$ cat src/rtl/dec_scan_sequencer_pkg.sv
// Shared types and constants for the decoder scan sequencer.
// Mode and FSM encodings used by the top, the timer and the interface.
package dec_pkg;

  localparam int CODE_W = 4;

  typedef enum logic [1:0] {
    MODE_UP   = 2'b00,
    MODE_DN   = 2'b01,
    MODE_ONE  = 2'b10,
    MODE_HOLD = 2'b11
  } mode_e;

  typedef enum logic {
    ST_IDLE = 1'b0,
    ST_RUN  = 1'b1
  } state_e;

endpackage

$ cat src/rtl/dec_scan_sequencer_if.sv
// Control/status bundle between a scan controller and the sequencer.
// The sequencer takes the slave side and drives the decoder select code.
interface dec_scan_if #(
  parameter int DWELL_W = 8
);
  import dec_pkg::*;

  logic               start;
  logic               stop;
  logic [1:0]         mode;
  logic [DWELL_W-1:0] dwell;
  logic [CODE_W-1:0]  code;
  logic               code_valid;
  logic               busy;
  logic               sweep_done;

  modport master (
    output start, stop, mode, dwell,
    input  code, code_valid, busy, sweep_done
  );

  modport slave (
    input  start, stop, mode, dwell,
    output code, code_valid, busy, sweep_done
  );

endinterface

$ cat src/rtl/dec_scan_sequencer_timer.sv
// Per-code dwell counter; expire_o marks the last cycle of a dwell.
// A dwell of zero behaves as a dwell of one.
module dec_dwell_timer #(
  parameter int DWELL_W = 8
) (
  input  logic               clk,
  input  logic               rst,
  input  logic               load_i,
  input  logic               en_i,
  input  logic [DWELL_W-1:0] dwell_i,
  output logic               expire_o
);

  logic [DWELL_W-1:0] cnt_q;
  logic [DWELL_W-1:0] cnt_d;
  logic [DWELL_W-1:0] last;

  always_comb begin
    if (dwell_i == '0) last = '0;
    else               last = dwell_i - DWELL_W'(1);
  end

  assign expire_o = (cnt_q == last);

  always_comb begin
    cnt_d = cnt_q;
    if (load_i)        cnt_d = '0;
    else if (en_i) begin
      if (expire_o)    cnt_d = '0;
      else             cnt_d = cnt_q + DWELL_W'(1);
    end
  end

  always_ff @(posedge clk) begin
    if (rst) cnt_q <= '0;
    else     cnt_q <= cnt_d;
  end

endmodule

$ cat src/rtl/dec_scan_sequencer.sv
// Select-code sequencer feeding a 4-to-16 decoder.
// Steps codes 0..LAST_CODE with a programmable dwell per code.
module dec_scan_sequencer
  import dec_pkg::*;
#(
  parameter int DWELL_W   = 8,
  parameter int LAST_CODE = 15
) (
  input  logic clk,
  input  logic rst,
  dec_scan_if.slave scan_io
);

  localparam logic [CODE_W-1:0] LAST = CODE_W'(LAST_CODE);

  state_e             state_q, state_d;
  mode_e              mode_q, mode_d;
  logic [DWELL_W-1:0] dwell_q, dwell_d;
  logic [CODE_W-1:0]  code_q, code_d;
  logic               valid_q, valid_d;
  logic               busy_q, busy_d;
  logic               sd_q, sd_d;
  logic               load;
  logic               expire;
  logic               go;

  assign go = scan_io.start && !scan_io.stop;

  dec_dwell_timer #(
    .DWELL_W (DWELL_W)
  ) u_timer (
    .clk      (clk),
    .rst      (rst),
    .load_i   (load),
    .en_i     (state_q == ST_RUN),
    .dwell_i  (dwell_q),
    .expire_o (expire)
  );

  always_ff @(posedge clk) begin
    if (rst) begin
      state_q <= ST_IDLE;
      mode_q  <= MODE_UP;
      dwell_q <= '0;
      code_q  <= '0;
      valid_q <= 1'b0;
      busy_q  <= 1'b0;
      sd_q    <= 1'b0;
    end else begin
      state_q <= state_d;
      mode_q  <= mode_d;
      dwell_q <= dwell_d;
      code_q  <= code_d;
      valid_q <= valid_d;
      busy_q  <= busy_d;
      sd_q    <= sd_d;
    end
  end

  always_comb begin
    state_d = state_q;
    unique case (state_q)
      ST_IDLE: if (go) state_d = ST_RUN;
      ST_RUN: begin
        if (scan_io.stop)
          state_d = ST_IDLE;
        else if (mode_q == MODE_ONE
                 && expire && code_q == LAST)
          state_d = ST_IDLE;
      end
      default: state_d = ST_IDLE;
    endcase
  end

  always_comb begin
    code_d  = code_q;
    valid_d = valid_q;
    busy_d  = busy_q;
    sd_d    = 1'b0;
    mode_d  = mode_q;
    dwell_d = dwell_q;
    load    = 1'b0;
    unique case (state_q)
      ST_IDLE: begin
        if (go) begin
          mode_d  = mode_e'(scan_io.mode);
          dwell_d = scan_io.dwell;
          code_d  = (mode_e'(scan_io.mode) == MODE_DN)
                    ? LAST : '0;
          valid_d = 1'b1;
          busy_d  = 1'b1;
          load    = 1'b1;
        end
      end
      ST_RUN: begin
        if (scan_io.stop) begin
          valid_d = 1'b0;
          busy_d  = 1'b0;
        end else if (expire) begin
          unique case (1'b1)
            (mode_q == MODE_UP): begin
              if (code_q == LAST) begin
                code_d = '0;
                sd_d   = 1'b1;
              end else begin
                code_d = code_q + CODE_W'(1);
              end
            end
            (mode_q == MODE_DN): begin
              if (code_q == '0) begin
                code_d = LAST;
                sd_d   = 1'b1;
              end else begin
                code_d = code_q - CODE_W'(1);
              end
            end
            (mode_q == MODE_ONE): begin
              // last code of a single sweep: retire but keep the code
              if (code_q == LAST) begin
                valid_d = 1'b0;
                busy_d  = 1'b0;
                sd_d    = 1'b1;
              end else begin
                code_d = code_q + CODE_W'(1);
              end
            end
            (mode_q == MODE_HOLD): ;
            default: ;
          endcase
        end
      end
      default: ;
    endcase
  end

  assign scan_io.code       = code_q;
  assign scan_io.code_valid = valid_q;
  assign scan_io.busy       = busy_q;
  assign scan_io.sweep_done = sd_q;

endmodule

$ cat src/flat_wrapper.sv
// flat-port wrapper written by rule: the top's interface ports become plain ports
module dec_scan_sequencer_flat import dec_pkg::*;
#(
  parameter int DWELL_W   = 8,
  parameter int LAST_CODE = 15
)
  (clk, rst, scan_io_start, scan_io_stop, scan_io_mode, scan_io_dwell, scan_io_code, scan_io_code_valid, scan_io_busy, scan_io_sweep_done);
  dec_scan_if #(.DWELL_W(DWELL_W)) scan_io_i ();
  input  logic clk;
  input  logic rst;
  input wire logic [$bits(scan_io_i.start)-1:0] scan_io_start;
  input wire logic [$bits(scan_io_i.stop)-1:0] scan_io_stop;
  input wire logic [$bits(scan_io_i.mode)-1:0] scan_io_mode;
  input wire logic [$bits(scan_io_i.dwell)-1:0] scan_io_dwell;
  output wire logic [$bits(scan_io_i.code)-1:0] scan_io_code;
  output wire logic [$bits(scan_io_i.code_valid)-1:0] scan_io_code_valid;
  output wire logic [$bits(scan_io_i.busy)-1:0] scan_io_busy;
  output wire logic [$bits(scan_io_i.sweep_done)-1:0] scan_io_sweep_done;
  assign scan_io_i.start = scan_io_start;
  assign scan_io_i.stop = scan_io_stop;
  assign scan_io_i.mode = scan_io_mode;
  assign scan_io_i.dwell = scan_io_dwell;
  assign scan_io_code = scan_io_i.code;
  assign scan_io_code_valid = scan_io_i.code_valid;
  assign scan_io_busy = scan_io_i.busy;
  assign scan_io_sweep_done = scan_io_i.sweep_done;
  dec_scan_sequencer #(.DWELL_W(DWELL_W), .LAST_CODE(LAST_CODE)) u_core (.clk(clk), .rst(rst), .scan_io(scan_io_i));
endmodule
$ cat config.mk
export PLATFORM = sky130hd
export DESIGN_NAME = dec_scan_sequencer_flat
export DESIGN_NICKNAME = d
export VERILOG_FILES = /design/src/rtl/dec_scan_sequencer_pkg.sv /design/src/rtl/dec_scan_sequencer_if.sv /design/src/rtl/dec_scan_sequencer_timer.sv /design/src/rtl/dec_scan_sequencer.sv /design/src/flat_wrapper.sv
export SDC_FILE = /design/constraint.sdc
export NUM_CORES = 1
export LEC_CHECK = 0
export ABC_CLOCK_PERIOD_IN_PS = 3400
export CAP_MARGIN = 20
export CORE_MARGIN = 2
export CORE_UTILIZATION = 40
export CTS_CLUSTER_DIAMETER = 40
export DETAILED_ROUTE_END_ITERATION = 8
export PLACE_DENSITY = 0.62
export SLEW_MARGIN = 5
export SYNTH_ARGS = -nofsm -noshare
export SYNTH_HDL_FRONTEND = slang
export SYNTH_HIERARCHICAL = 1
export SYNTH_SLANG_ARGS = --single-unit
$ cat constraint.sdc
create_clock -name clk -period 3.4 [get_ports clk]
set_input_delay 0.68 -clock clk [delete_from_list [all_inputs] [get_ports clk]]
set_output_delay 0.68 -clock clk [all_outputs]
set_load 0.005 [all_outputs]
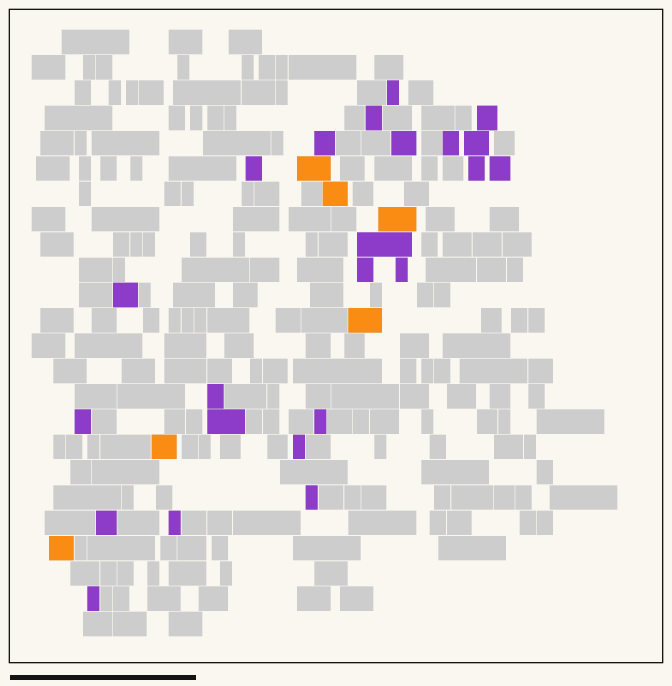
*Selected gate families*
Scale bar: 20 um.
| family | color | cells |
|---|---|---|
| non-inverting ao/oa cells | orange | 6 |
| nor cells | purple | 23 |
non-filler instance count after layout: 289
most common library cell in the layout ignoring fill and taps: sky130_fd_sc_hd__nand2_1
multi-input gate share of the layout cell area: 0.5623

==> results.cfg <==
; flow metrics
[critical_path]
timing_worst_setup_path_type = reg2reg
critical_path.n_buffers_inverters = 1
critPathRequiredTime_ps = 3570
cp_num_cells = 12
worstRegToRegCells = 12
path_max_fanout = 8
worstSetupEndpoint = u_core/scan_io.code[1]
cp_data_arrival_time_ps = 3160
cp_slowest_cell = sky130_fd_sc_hd__or3b_4

[yosys]
async_reset_ff_frac = 0
synthXorXnorAreaFrac = 0.06017
mux_share = 0.01146
synth.largest_area_cell = sky130_fd_sc_hd__dfxtp_1
postSynthCellCount = 218
synth.cell_area_sq_um = 1747
netlist-cell-type-count = 52
synth_top_area_share = 0.2865
yosys_register_bits = 25
ff_type = sky130_fd_sc_hd__dfxtp_1
yosys-top-cells-area = sky130_fd_sc_hd__dfxtp_1, sky130_fd_sc_hd__nand2_1, sky130_fd_sc_hd__ha_1

[power]
worst_ir_drop_vdd_v = 0.0001634
cellPowerDensity_nw_per_um2 = 336.9
post-layout-total-power_w = 0.0006904
total_switching_power_w = 0.0002139
power.sequential.fraction = 0.468
pwr-share-comb = 0.264
sequentialPower_w = 0.000323

[routing]
routed-wl-met2_um = 1879
via_count = 1608
met1Wirelength_um = 1942
routed_wirelength_um = 3947
drt_pass1_iterations = 4
top_layer_used = met3

[cells_and_area]
layout.nets = 260
area_growth_pct = 17.34

[timing]
finClkSkew_ps = 8.844
maxSlewViolCount = 0
finalSetupViolations = 0
final_number_of_hold_violating_endpoints = 0
fmax_ghz = 0.3334

[status]
result_of_the_run = complete, no violations

[cts]
post_cts_hold_buffer_count = 0
worstSkewPairLatency_ps = 270
postCtsSetupBuffers = 0
cts.root.buffer_cell = sky130_fd_sc_hd__clkbuf_8

[global_route]
grt_pass1_wl_um = 6665

[worst_hold_path]
min_to = u_core/dwell_q[1]

[placement]
post_place_setup_slack_ps = 378.8

[floorplanning]
die_w_um = 70.08
std_cell_rows = 24
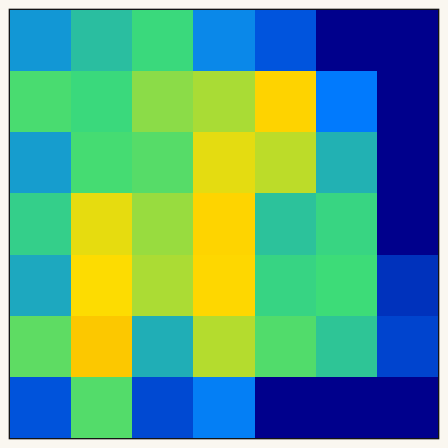
*Local utilization*
The die is cut into 7 by 7 equal tiles; dark blue is low, red is high, 0 to 100% covered.
densest ninth of the die: middle
nearly empty tiles: 16%
emptiest ninth of the die: top right
mean over tiles: 40%
post-layout util: 0.4773
core box area: 4294 sq um
core utilization before placement: 0.4068

-- worst register-to-register path: cells and delay by family (launching register included) --
family,cells,cell delay [ps]
flops,1,350
simple gates,7,1520
compound gates,3,640
buf+inv,1,90
fa+ha+maj,1,300
-- metal layers --
layer / vias up / track usage
met5: - / 0
met2: 29 / 0.2646
met1: 748 / 0.2302
met3: 0 / 0.02742
li1: 831 / -
met4: 0 / 0.02778
-- area by class of cell --
type                            instances  area, sq um
Fill cell                             430         2245
Timing Repair Buffer                   26        245.2
Multi-Input combinational cell        172         1152
Inverter                               10        37.54
Tap cell                               52        65.06
Clock inverter                          1        7.507
Clock buffer                            3        41.29
Sequential cell                        25        500.5
Power and IR drop assume default switching activity.
